Design clk_enable_gen_flat, sky130hd; sources not shown.
Figure 1. Met2 routing.
Cells faint in the background.
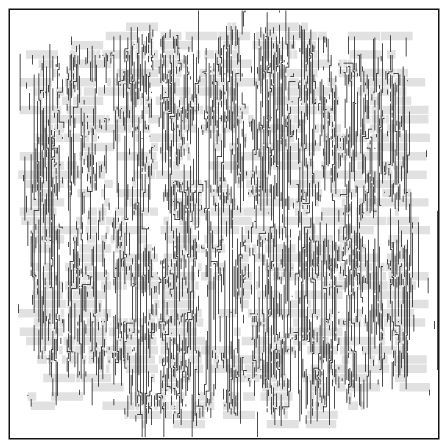
- wire length on this layer: 11300 um
- main direction: vertical
- longest straight run: 77.0 um
- nets with wire on the layer: 767
- share of all routed wire: 44%
GR met2 Demand/Resource: 47.8%
Total Routed Length: 25500 um
routed vias: 7468

Figure 2. Logic cells by family.
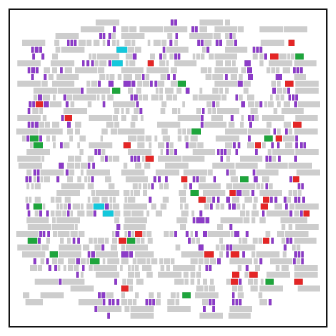
- purple: nand cells (cells 261; where widely spread)
- cyan: fa/ha/maj cells (cells 4)
- red: non-inverting ao/oa cells (cells 28)
- green: mux cells (cells 16)
Comb area share: 48.8%
fin cells: 1110
Commonest Layout Cell: nand2_1

==> results_slide.txt <==
Synthesis and Place & Route Summary

Logic synthesis
  – Cell type with the largest total area after synthesis: dfstp_2
  – AND/OR/NAND/NOR Cells, Area Fraction: 25.8%
  – Synth Seq Share: 40.9%
  – Post-Syn Instances: 926
  – Cell with the most instances after synthesis: nand2_1
  – Yosys synthesis chip area: 7440 um2
  – Number of enable flip-flop cells: 0
  – Mapped Nets: 964
  – Post-synth area hogs: dfstp_2 (26%), dfrtp_1 (15%), nand2_1 (11%)
  – Yosys reg bits: 118
  – Yosys cell count: 926
  – Synth Flop Type: dfstp_2
  – Mapped Area: 7440 um2
  – Comb area leader: simple AND/OR/NAND/NOR gates
  – Adder share: 0.673%
  – Yosys warning count: 0
  – Distinct cells, synth: 69

Global route
  – Initial antenna violation count: 0
  – First-pass GRT wire length: 39800 um
  – Tot GR Track Use: 32.5%
  – Largest net degree at the start of global routing: 119
  – Grt total ovfl: 0

Timing
  – Clock skew: 0.00642 ns
  – Peak Freq: 0.355 GHz
  – Max-slew headroom: 26.9%
  – Setup TNS: 0 ns
  – # setup viols final: 0
  – Final Critical Period: 2.82 ns
  – RSZ-0062 raised after global routing: false

Power
  – Clock share of power: 35.7%
  – Total power: 0.00542 W
  – Design internal power: 0.00364 W
  – Leakage: 3.41 nW
  – Sequential fraction of design power: 42.2%
  – Combinational group share of total power: 22.1%
  – Pwr dens: 654 nW/um2

Clock network
  – Post-CTS Hold Buffers: 0
  – Clock slew at reported path FFs: 0.06 ns
  – Clk root buf: clkbuf_16
  – Cts repair resizes: 0
  – Clock Sinks: 118
  – Max Buffers Root-to-Sink: 2
  – CTS Buf Count: 17
  – Worst-Skew Late Latency: 0.43 ns

Floorplan
  – Die width: 126 um
  – Die Ht: 126 um
  – Row cnt: 44
  – Initial core utilization: 51.2%

Flow run
  – Max Cap Viol: 0

Setup path
  – WS Path Type: reg -> reg
  – Worst Setup Start Kind: register
  – Arrival time worst endpoint: 3.12 ns
  – CP max FO: 9
  – Max stage delay cell, worst path: or3_1
  – Slowest stage delay, CP: 0.59 ns
  – Req. time, crit path: 3.60 ns
  – Crit-path cells: or4_4 -> or4_4 -> or3_1 -> buf_4 -> nor2_1 -> mux2i_1 -> o21ai_0
  – Endpoint class of the critical path: register
  – R2R setup slack: 0.48 ns
  – Worst-case reg-to-reg path depth: 7
  – Crit path buf inv count: 1

Detailed routing
  – 1st-pass router iterations: 6
  – Number of remaining DRC errors: 0
  – DRT iter0 DRCs: 1106
  – Post-route ant nets: 0
  – Vias per cell: 6.73

Cells and area
  – Antenna Diode Count: 0
  – Post-Route Utilization: 56.9%
  – Syn-to-layout area delta: 11.2%
  – Filler instances: 1309
  – Most common logic cells in the final layout: nand2_1 (223), dfstp_2 (74), a21oi_1 (61)
  – Multi-input gate area: 4040 um2

Placement
  – Placed instance count: 1077
  – Global placement routability congestion: 0.975
  – IO buf count: 0
  – Post-DP HPWL: 16900 um

Run status
  – Outcome: completed

Min path
  – Worst hold path type: in -> async
-- final cells by class --
cell class,count,share of cell area (%)
Clock inverter,8,1.12
Clock buffer,24,6.30
Sequential cell,118,36.8
Tap cell,184,2.78
Multi-Input combinational cell,722,48.8
Inverter,20,0.952
Timing Repair Buffer,34,3.20
-- power groups by stage --
stage	registers, W	clock network [W]	logic [W]
floorplan	0.00213	0	0.000955
global placement	0.00227	0	0.00113
detailed placement	0.00228	0	0.00117
CTS	0.00227	0.00195	0.00118
global route	0.00233	0.00201	0.00132
finish	0.00229	0.00193	0.00120
-- through the flow --
stage | setup slack (ns) | hold slack [ns]
after global placement | 0.509 | 0.462
after floorplan | 0.722 | 0.447
after global routing | 0.384 | 0.152
after detailed placement | 0.494 | 0.466
final | 0.480 | 0.101
after CTS | 0.486 | 0.142
Power and IR drop assume default switching activity.
